--- src/rtl/inst_fetch_pkg.sv ---
// Shared types and AXI4 constants for the instruction line-fetch master.
package inst_fetch_pkg;

    typedef enum logic [1:0] {
        IDLE,
        ADDR,
        DATA,
        RESP
    } fetch_state_e;

    localparam logic [1:0] AXI_BURST_INCR = 2'b01;
    localparam logic [2:0] AXI_SIZE_4B    = 3'b010;
    localparam logic [1:0] AXI_RESP_OKAY  = 2'b00;

endpackage

--- src/rtl/fetch_line_buf.sv ---
// Line assembly buffer: LINE_WORDS x 32-bit registers, one indexed write port,
// whole line visible on a flat read-out bus.
module fetch_line_buf #(
    parameter int LINE_WORDS = 8,
    parameter int IDX_W      = $clog2(LINE_WORDS)
) (
    input  logic                     clk,
    input  logic                     rst,
    input  logic                     we,
    input  logic [IDX_W-1:0]         idx,
    input  logic [31:0]              wdata,
    output logic [32*LINE_WORDS-1:0] line
);

    logic [31:0] words [LINE_WORDS];

    // NOTE: this array is reset on purpose because resp_data must read zero after reset;
    // storage with no observable reset value would normally be left unreset.
    always_ff @(posedge clk) begin
        if (rst) begin
            for (int i = 0; i < LINE_WORDS; i++) begin
                words[i] <= '0;
            end
        end else if (we) begin
            words[idx] <= wdata;
        end
    end

    for (genvar g = 0; g < LINE_WORDS; g++) begin : g_flat
        assign line[32*g +: 32] = words[g];
    end

endmodule

--- src/rtl/inst_line_fetch.sv ---
// Instruction-side AXI4 read master: one aligned INCR burst per cache-line refill,
// beats assembled into a line buffer and returned with a sticky error flag.
module inst_line_fetch
    import inst_fetch_pkg::*;
#(
    parameter int LINE_WORDS = 8,
    parameter int ADDR_W     = 32
) (
    input  logic                     cpu_clk,
    input  logic                     cpu_reset,
    input  logic                     req_valid,
    output logic                     req_ready,
    input  logic [ADDR_W-1:0]        req_addr,
    output logic                     resp_valid,
    input  logic                     resp_ready,
    output logic [32*LINE_WORDS-1:0] resp_data,
    output logic                     resp_err,
    output logic [ADDR_W-1:0]        cpu_inst_araddr,
    output logic                     cpu_inst_arvalid,
    input  logic                     cpu_inst_arready,
    output logic [7:0]               cpu_inst_arlen,
    output logic [2:0]               cpu_inst_arsize,
    output logic [1:0]               cpu_inst_arburst,
    input  logic [31:0]              cpu_inst_rdata,
    input  logic                     cpu_inst_rvalid,
    output logic                     cpu_inst_rready,
    input  logic                     cpu_inst_rlast,
    input  logic [1:0]               cpu_inst_rresp
);

    localparam int                IDX_W    = $clog2(LINE_WORDS);
    localparam logic [IDX_W-1:0]  LAST_IDX = IDX_W'(LINE_WORDS - 1);
    localparam logic [ADDR_W-1:0] OFF_MASK = ADDR_W'(LINE_WORDS * 4 - 1);

    fetch_state_e      state, state_nxt;
    logic              init_done;
    logic              arvalid_q, resp_valid_q;
    logic              err_q, overflow_q;
    logic [IDX_W-1:0]  cnt;
    logic [ADDR_W-1:0] araddr_q;
    logic              req_fire, beat;

    // init_done holds req_ready low for the cycle in which reset values are shown.
    assign req_ready = (state == IDLE) && init_done;
    assign req_fire  = req_ready && req_valid;
    assign beat      = (state == DATA) && cpu_inst_rvalid;

    // NOTE: sequential state uses non-blocking assignments so every register samples
    // pre-edge values; blocking here would create ordering-dependent behaviour.
    always_ff @(posedge cpu_clk) begin
        if (cpu_reset) begin
            state <= IDLE;
        end else begin
            state <= state_nxt;
        end
    end

    // NOTE: next state is defaulted before the case so no path leaves it unassigned,
    // which would otherwise infer a latch.
    always_comb begin
        state_nxt = state;
        case (state)
            IDLE:    if (req_fire)                          state_nxt = ADDR;
            ADDR:    if (cpu_inst_arready)                  state_nxt = DATA;
            DATA:    if (cpu_inst_rvalid && cpu_inst_rlast) state_nxt = RESP;
            RESP:    if (resp_ready)                        state_nxt = IDLE;
            default:                                        state_nxt = IDLE;
        endcase
    end

    always_ff @(posedge cpu_clk) begin
        if (cpu_reset) begin
            init_done    <= 1'b0;
            arvalid_q    <= 1'b0;
            resp_valid_q <= 1'b0;
            araddr_q     <= '0;
            cnt          <= '0;
            err_q        <= 1'b0;
            overflow_q   <= 1'b0;
        end else begin
            init_done    <= 1'b1;
            arvalid_q    <= (state_nxt == ADDR);
            resp_valid_q <= (state_nxt == RESP);
            if (req_fire) begin
                araddr_q   <= req_addr & ~OFF_MASK;
                cnt        <= '0;
                err_q      <= 1'b0;
                overflow_q <= 1'b0;
            end
            if (beat) begin
                if (cnt != LAST_IDX) begin
                    cnt <= cnt + IDX_W'(1);
                end
                if (cpu_inst_rresp != AXI_RESP_OKAY) begin
                    err_q <= 1'b1;
                end
                // Short burst: rlast before the final word.
                if (cpu_inst_rlast && cnt != LAST_IDX) begin
                    err_q <= 1'b1;
                end
                // Long burst: the last slot is filled but the slave keeps going.
                if (!cpu_inst_rlast && cnt == LAST_IDX) begin
                    err_q      <= 1'b1;
                    overflow_q <= 1'b1;
                end
            end
        end
    end

    fetch_line_buf #(
        .LINE_WORDS (LINE_WORDS)
    ) u_line_buf (
        .clk   (cpu_clk),
        .rst   (cpu_reset),
        .we    (beat && !overflow_q),
        .idx   (cnt),
        .wdata (cpu_inst_rdata),
        .line  (resp_data)
    );

    assign resp_valid       = resp_valid_q;
    assign resp_err         = err_q;
    assign cpu_inst_araddr  = araddr_q;
    assign cpu_inst_arvalid = arvalid_q;
    assign cpu_inst_rready  = (state == DATA);
    assign cpu_inst_arlen   = 8'(LINE_WORDS - 1);
    assign cpu_inst_arsize  = AXI_SIZE_4B;
    assign cpu_inst_arburst = AXI_BURST_INCR;

endmodule

--- config.mk ---
export PLATFORM = sky130hd
export DESIGN_NAME = inst_line_fetch
export DESIGN_NICKNAME = d
export VERILOG_FILES = /design/src/rtl/inst_fetch_pkg.sv /design/src/rtl/fetch_line_buf.sv /design/src/rtl/inst_line_fetch.sv
export SDC_FILE = /design/constraint.sdc
export NUM_CORES = 1
export LEC_CHECK = 0
export CAP_MARGIN = 20
export CORE_UTILIZATION = 49
export CTS_CLUSTER_SIZE = 28
export DETAILED_ROUTE_END_ITERATION = 12
export PLACE_DENSITY = 0.95
export SKIP_CTS_REPAIR_TIMING = 1
export SYNTH_ARGS = -nofsm -noshare
export SYNTH_HDL_FRONTEND = slang
export SYNTH_SLANG_ARGS = --single-unit
--- constraint.sdc ---
create_clock -name cpu_clk -period 6.2 [get_ports cpu_clk]
set_clock_uncertainty 0.15 [all_clocks]
set_input_delay 0.93 -clock cpu_clk [delete_from_list [all_inputs] [get_ports cpu_clk]]
set_output_delay 0.93 -clock cpu_clk [all_outputs]
set_load 0.005 [all_outputs]
==> out/metrics.csv, run 1 <==
metric,value,unit
worstHoldPathCells,2,
cap_viol_max_count,0,
synth_cells,779,
crit_fanout,33,
ys_seq_share,0.773,
min_from,cpu_inst_araddr[13]$_SDFFE_PP0P_,
crit_type,in -> reg,
placed_cell_area,14800,sq um
fmax,0.290,GHz
drv_slew,0,
ys_cells,779,
antenna_found_initial,1,
worstHoldPathType,reg -> reg,
period_needed,3.45,ns
tns,0,ns
dieHeight,151,um
warnings,31,
core.rowCount,54,
ys_ff,293,
flop_cell,edfxtp_1,
vias,7730,
top_cells_by_area,"edfxtp_1 70%, and2_1 7.3%, dfxtp_1 6.8%",
routedWlPerCell,22.8,um
final_nets,1215,
setup_ws,2.75,ns
r2r_start,state[1]$_SDFF_PP0_,
hold_path_end,cpu_inst_araddr[13]$_SDFFE_PP0P_,
ys_warn_count,0,
dieArea,22900,sq um
cts_max_level,1,
crit_required,6.26,ns
dr.pass1.iters,6,
relSlewSlack,0.512,
ant_nets,0,
p_leak,0.00569,uW
rsz0062_at_grt,false,
clockRootBuffer,clkbuf_16,
peakVddDrop,0.000202,V
drtIter0Drc,649,
final_area,15800,sq um
gr-total-overflow,0,
start_kind,primary input,
cts_sinks,293,
async_reset_ff_frac,0,
end_kind,flip-flop,
vias_per_cell,5.36,
worst-r2r-setup-slack,2.92,ns
drc_errors,0,
coreArea,21800,sq um
drive_above_1_share,0.0697,
grt_max_degree,39,
worstPathArrival,3.52,ns
grt_pass1_wl,46.4,mm
routed_wl,32.9,mm
final_cell_count_no_fill,1442,
grt_pass1_vias,7619,
dieWidth,151,um
r2r-end,u_line_buf.words[4][31]$_SDFFCE_PN0P_,
cts_buffers,30,
pre_cts_slack,2.18,ns
worst_slew_pin_slew,0.731,ns
power.total,4320,uW
yosys_area,10900,sq um
clockBufferDepth,3,
outcome,"finished, final reports clean",
avgSynthCellArea,14.0,sq um
synth_top_cell_by_area,edfxtp_1,
synth.distinct_cells,34,
io_buffer_count,355,
area_growth,45.1,%
layout_top_cell,clkdlybuf4s50_1,
layout_top_cells,"355 x clkdlybuf4s50_1, 256 x edfxtp_1, 130 x nor2_1, 128 x and2_1, 90 x nand2_1",
top_area_frac,0.705,
dp_cells,1387,
fp_util,0.500,
finalHoldViolCount,0,
gp_congestion,0.859,
cts_tree,done,
pin_count,379,
setup_viol,0,
synth_area,10900,sq um
power_density,273,nW/um^2
diodes,0,
period_used_share,0.557,
fill_cells,1322,
ff2ff_path_depth,4,
edf_count,256,
dp_hpwl,22.4,mm
clock_latency,0.54,ns
clkTransAtPathRegs,0.06,ns
==> run 1: synth_stat cells, types with 2 or more instances <==
cell type  count
edfxtp_1     256
inv_1          2
buf_4         21
nand3_1        3
a21oi_1       33
nand2_1       90
conb_1         2
dfxtp_1       37
buf_2          9
nor3b_1        2
buf_6          3
o21ai_0        8
and2_1       128
ha_1           2
nand4bb_1      5
clkbuf_1      25
nor2_1       133
buf_1          4
==> run 1: metrics by stage <==
stage / util / hold slack (ns)
floorplan: - / 0.301
global placement: 0.677 / 0.293
detailed placement: 0.680 / 0.299
CTS: 0.724 / 0.309
global route: 0.725 / 0.330
finish: 0.725 / 0.307
==> run 1: worst max-delay path: stages <==
cell	delay, ns
clkdlybuf4s50_1	0.58
nor4b_4	0.22
buf_4	0.43
inv_1	0.30
o21ai_4	0.62
buf_4	0.41
==> run 1: power breakdown <==
part	leakage [uW]	switching [uW]	internal (uW)
Clock	0.000463	727	1020
Sequential	0.00294	30.3	2210
Combinational	0.00228	158	177
Total	0.00569	916	3410
==> run 1: state kept, by name (all words and copies together) (netlist names) <==
register          count
u_line_buf.words    256
cpu_inst_araddr      27
cnt                   3
state                 2
cpu_inst_arvalid      1
init_done             1
overflow_q            1
resp_err              1
resp_valid            1
==> run 1: per-layer routing <==
metal | vias up | wire, um | part of all wire | GRT usage
li1 | 3355 | - | - | -
met1 | 3756 | 11200 | 0.34 | 0.322
met2 | 534 | 17100 | 0.52 | 0.508
met3 | 85 | 3140 | 0.095 | 0.0642
met4 | 0 | 1480 | 0.045 | 0.127
met5 | - | 0 | 0 | 0
==> run 1: worst max path at each step <==
stage                               start                               endpoint  slack [ns]  cells after the start
after floorplan                 cpu_reset   u_line_buf.words[6][0]$_SDFFCE_PN0P_        1.82                      3
after global placement    cpu_inst_rvalid   u_line_buf.words[6][1]$_SDFFCE_PN0P_        2.17                      5
after detailed placement  cpu_inst_rvalid   u_line_buf.words[0][1]$_SDFFCE_PN0P_        2.18                      6
after CTS                 cpu_inst_rvalid  u_line_buf.words[0][26]$_SDFFCE_PN0P_        2.73                      6
after global routing      cpu_inst_rvalid  u_line_buf.words[0][26]$_SDFFCE_PN0P_        2.65                      6
final                     cpu_inst_rvalid  u_line_buf.words[0][31]$_SDFFCE_PN0P_        2.75                      6
==> run 1: cell type report <==
class                      instances  area (sq um)  area share
clock buffer                      34           787      0.0497
clock inverter                    20           165      0.0104
inverter                           2          7.51    0.000474
multi-input combinational        438          2320       0.146
sequential                       293          8430       0.533
tap                              280           350      0.0221
timing repair buffer             375          3770       0.238
==> run 1: logic make-up after synthesis <==
group / Yosys count / share of synthesized area
other: 2 / 0.000689
XOR/XNOR: 1 / 0.000803
multiplexers: 1 / 0.000918
adder cells (fa/ha/maj): 2 / 0.00229
AND-OR/OR-AND: 44 / 0.0211
buffers and inverters: 64 / 0.0324
AND/OR/NAND/NOR: 372 / 0.169
flip-flops: 293 / 0.773
Fig. 1: run 1, zoomed window
Region (101, 25) to (126, 50) um. Cells in grey, sequential cells in the stronger grey; small squares are vias.
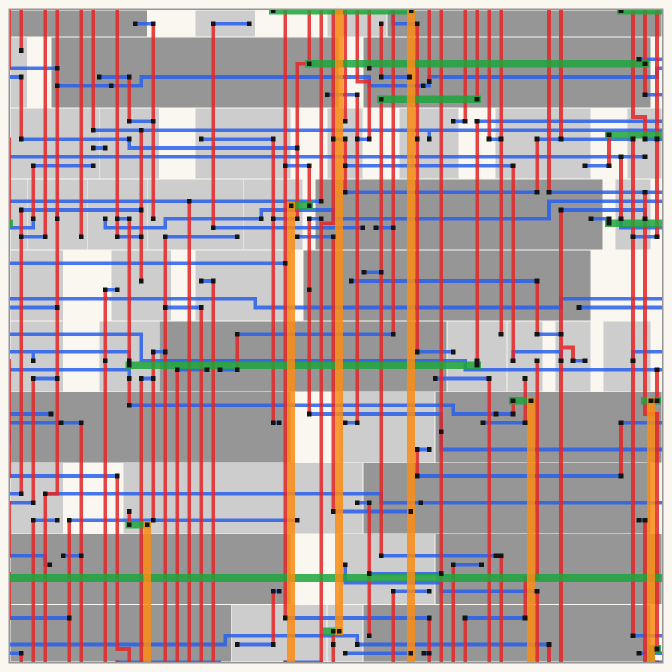
- M2: red
- M1: blue
- M4: orange
- M3: green
- most frequent: edfxtp_1 (12), clkdlybuf4s50_1 (10), and2_1 (9)
- netlist names of flops here include: `u_line_buf.words` (12)
- cells with their middle in the window: 39
- sequential cells in the window: 12

Fig. 2: run 1, routing congestion map
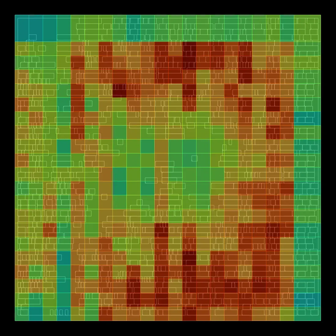
Layout Utilization: 0.725
Overall Global Routing Usage: 0.284
M1 GR Usage: 0.322
busiest grt layer: met2
met2 usage: 0.508

Fig. 3: run 1, M4 wires
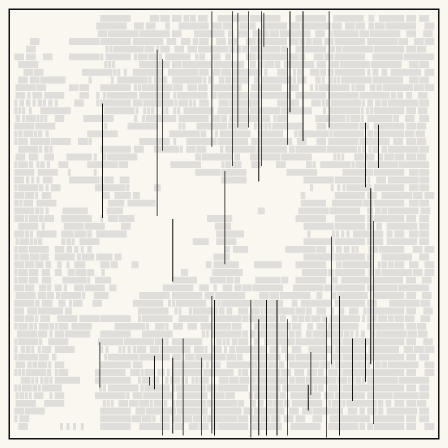
- longest straight run: 71.4 um
- nets with wire on the layer: 37

Fig. 4: run 1, metal layers overlaid
Only two layers are drawn.
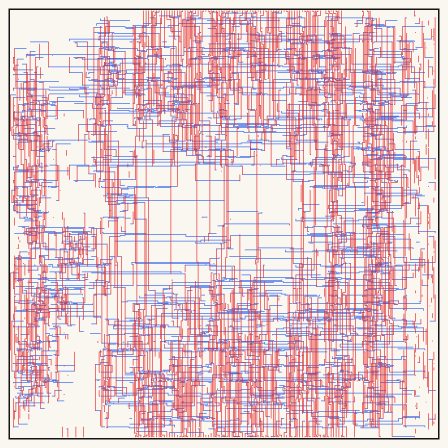

==> run 1 -> run 2 <==
--- a/config.mk
+++ b/config.mk
@@ -6,10 +6,10 @@
 export NUM_CORES = 1
 export LEC_CHECK = 0
 export CAP_MARGIN = 20
-export CORE_UTILIZATION = 49
+export CORE_UTILIZATION = 45
 export CTS_CLUSTER_SIZE = 28
 export DETAILED_ROUTE_END_ITERATION = 12
-export PLACE_DENSITY = 0.95
+export PLACE_DENSITY = 0.89
 export SKIP_CTS_REPAIR_TIMING = 1
 export SYNTH_ARGS = -nofsm -noshare
 export SYNTH_HDL_FRONTEND = slang
==> constraint.sdc (replaced) <==
create_clock -name cpu_clk -period 3.3 [get_ports cpu_clk]
set_clock_uncertainty 0.15 [all_clocks]
set_input_delay 0.495 -clock cpu_clk [delete_from_list [all_inputs] [get_ports cpu_clk]]
set_output_delay 0.495 -clock cpu_clk [all_outputs]
set_load 0.005 [all_outputs]
Fig. 5: run 2, metal layers overlaid
Only two layers are drawn.
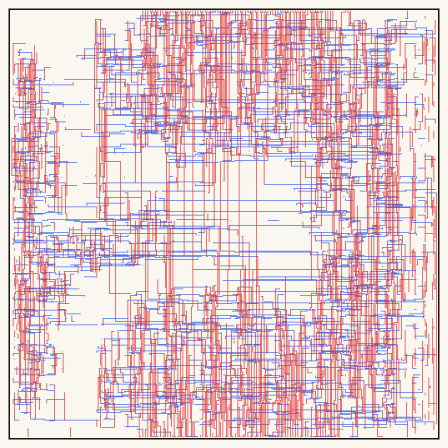
- M2: red (wire length 16700 um)
- M1: blue (wire length 11200 um)

Fig. 6: run 2, zoomed window
Region (106, 27) to (131, 52) um. Cells in grey, sequential cells in the stronger grey; small squares are vias.
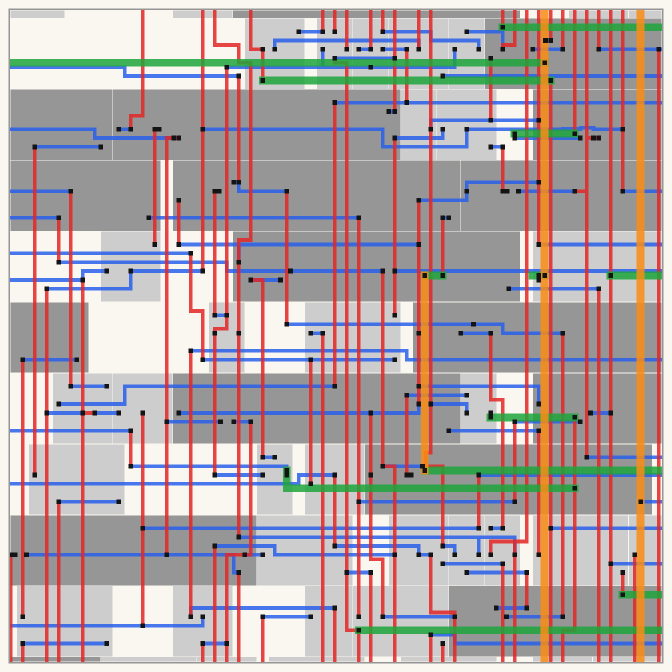
- M2: red
- M1: blue
- M4: orange
- M3: green
- cells with their middle in the window: 37
- most frequent: edfxtp_1 (11), and2_1 (9), nor2_1 (7)
- sequential cells in the window: 11
- netlist names of flops here include: `u_line_buf.words` (11)

==> run 2 against run 1 <==
Register-to-register slack got worse by 2.3 ns; design area increased by 0.63%; clock power is about 90% higher; cell count rose by 3.5%; combinational power increased by 87%; largest power group unchanged.
==> out/metrics.csv, run 2 <==
metric,value,unit
outcome,"finished, final reports clean",
layout_top_cells,"355 x clkdlybuf4s50_1, 256 x edfxtp_1, 130 x nor2_1, 128 x and2_1, 90 x nand2_1",
routedWlPerCell,21.5,um
yosys_area,10900,sq um
largest_register_ffs,256,
ys_cells,779,
final_area,15900,sq um
layout_top_cell,clkdlybuf4s50_1,
clkTransAtPathRegs,0.06,ns
top_register,u_line_buf.words,
switching_share,0.216,
ant_nets,0,
vias_per_cell,5.09,
dieWidth,158,um
ys_seq_share,0.773,
gr-usage-all-layers,0.253,
p_int,6400,uW
diodes,0,
p_switching,1760,uW
setup_viol,0,
clockBufferDepth,3,
cts_buffers,30,
crit_fanout,14,
peakVddDrop,0.000388,V
gp_congestion,0.804,
p_leak,0.00572,uW
relSlewSlack,0.516,
worstHoldPathType,reg -> reg,
coreArea,23600,sq um
ys_warn_count,0,
start_kind,flip-flop,
fill_cells,1564,
clockPowerShare,0.408,
dieHeight,158,um
rsz0062_at_grt,false,
xor_share,0.000803,
worst-r2r-setup-slack,0.61,ns
p_comb_frac,0.077,
grt_pass1_vias,7588,
ys_ff,293,
min_from,cpu_inst_araddr[12]$_SDFFE_PP0P_,
synth_cells,779,
r2r_start,state[1]$_SDFF_PP0_,
ys_sh_adder,0.00229,
top_area_frac,0.705,
common_cells,"256 x edfxtp_1, 133 x nor2_1, 128 x and2_1, 90 x nand2_1, 37 x dfxtp_1",
grt_max_degree,36,
clock_latency,0.55,ns
dr.pass1.iters,4,
worst_slew_pin_slew,0.725,ns
finalHoldViolCount,0,
hold_path_end,cpu_inst_araddr[12]$_SDFFE_PP0P_,
gr-total-overflow,0,
clockRootBuffer,clkbuf_16,
dp_hpwl,22.3,mm
antenna_found_initial,0,
period_needed,2.79,ns
cts_sinks,293,
worstHoldPathCells,2,
worstPathArrival,2.14,ns
vias,7592,
aoi_share,0.0211,
crit_required,2.65,ns
synth_top_cell_by_area,edfxtp_1,
end_kind,output port,
drtIter0Drc,505,
seq_power_share,0.515,
ff2ff_path_depth,4,
final_cell_count_no_fill,1492,
avgSynthCellArea,14.0,sq um
fmax,0.359,GHz
cap_viol_max_count,0,
synth.distinct_cells,34,
async_reset_ff_frac,0,
drv_slew,0,
topCombFamilyByArea,simple AND/OR/NAND/NOR gates,
top_cells_by_area,"edfxtp_1 70%, and2_1 7.3%, dfxtp_1 6.8%",
synth_area,10900,sq um
dp_cells,1436,
edf_count,256,
dieArea,24900,sq um
tns,0,ns
power_density,512,nW/um^2
routed_wl,32.1,mm
drc_errors,0,
cts_max_level,1,
area_growth,46.0,%
ys_sh_mux,0.000918,
warnings,32,
placed_cell_area,14900,sq um
flop_cell,edfxtp_1,
yosysMostFrequentCell,edfxtp_1,
post-route-util,0.674,
crit_type,reg -> out,
drive_above_1_share,0.0801,
grt_pass1_wl,45.9,mm
io_buffer_count,355,
core.rowCount,56,
period_used_share,0.844,
ys_sh_simple,0.169,
cts_tree,done,
r2r-end,u_line_buf.words[5][29]$_SDFFCE_PN0P_,
[run 2: cell types whose count changed in the layout (fill, tap and decap cells not counted)]
cell / before / now
buf_8: 1 / 0
clkinv_2: 5 / 7
clkbuf_1: 3 / 7
buf_4: 16 / 27
buf_16: 3 / 0
clkinv_16: 0 / 1
clkinv_4: 0 / 1
clkinvlp_2: 1 / 0
clkinv_1: 10 / 4
clkbuf_16: 31 / 30
clkinvlp_4: 1 / 3
buf_12: 0 / 2
[run 2: logic make-up after synthesis]
kind of cell / count (synthesis)
DFF: 293
muxes: 1
buffers and inverters: 64
AOI/OAI and AO/OA: 44
and+or+nand+nor: 372
adders and majority gates: 2
other: 2
xor gates and xnor gates: 1
[run 2: power by group through the flow]
| stage | logic (uW) | registers (uW) | clock network (uW) |
|---|---|---|---|
| 6_report | 627 | 4200 | 3330 |
| 5_1_grt | 667 | 4210 | 3530 |
| 4_1_cts | 631 | 4200 | 3390 |
| 3_5_place_dp | 627 | 4280 | 0 |
| 3_3_place_gp | 614 | 4270 | 0 |
| 2_1_floorplan | 152 | 4290 | 0 |
[run 2: cell type report]
type | count | area [sq um] | share of cell area
Clock buffer | 37 | 777 | 0.0488
Clock inverter | 19 | 201 | 0.0126
Inverter | 2 | 7.51 | 0.000471
Multi-Input combinational cell | 438 | 2320 | 0.145
Sequential cell | 293 | 8430 | 0.529
Tap cell | 319 | 399 | 0.0251
Timing Repair Buffer | 384 | 3800 | 0.238
[run 2: stage by stage]
step,setup WS [ns],total power [uW],hold WS [ns]
floorplan,-0.647,4440,0.301
global placement,0.519,4880,0.293
detailed placement,0.471,4900,0.299
CTS,0.485,8220,0.308
global route,0.434,8400,0.321
finish,0.515,8160,0.306
[run 2: worst max path at each step]
stage	startpoint	to	cells past startpoint
5_1_grt	state[1]$_SDFF_PP0_	cpu_inst_rready	2
2_1_floorplan	cpu_reset	u_line_buf.words[6][0]$_SDFFCE_PN0P_	3
3_5_place_dp	cpu_reset	u_line_buf.words[3][28]$_SDFFCE_PN0P_	6
4_1_cts	state[1]$_SDFF_PP0_	cpu_inst_rready	2
6_report	state[1]$_SDFF_PP0_	cpu_inst_rready	2
3_3_place_gp	cpu_inst_rvalid	u_line_buf.words[3][20]$_SDFFCE_PN0P_	6
[run 2: layer usage]
metal / GRT usage / routed length (um) / up-vias
met4: 0.0934 / 1060 / 0
met1: 0.288 / 11200 / 3706
met3: 0.0624 / 3110 / 67
met5: 0 / 0 / -
li1: - / - / 3375
met2: 0.459 / 16700 / 444
[run 2: worst max-delay path, stage by stage, from the launching register on]
cell and delay [ns]:
dfxtp_1 0.68, nor2b_1 0.34, clkdlybuf4s50_1 0.57
Power figures rest on the tool's default switching activity, not on a simulated workload.
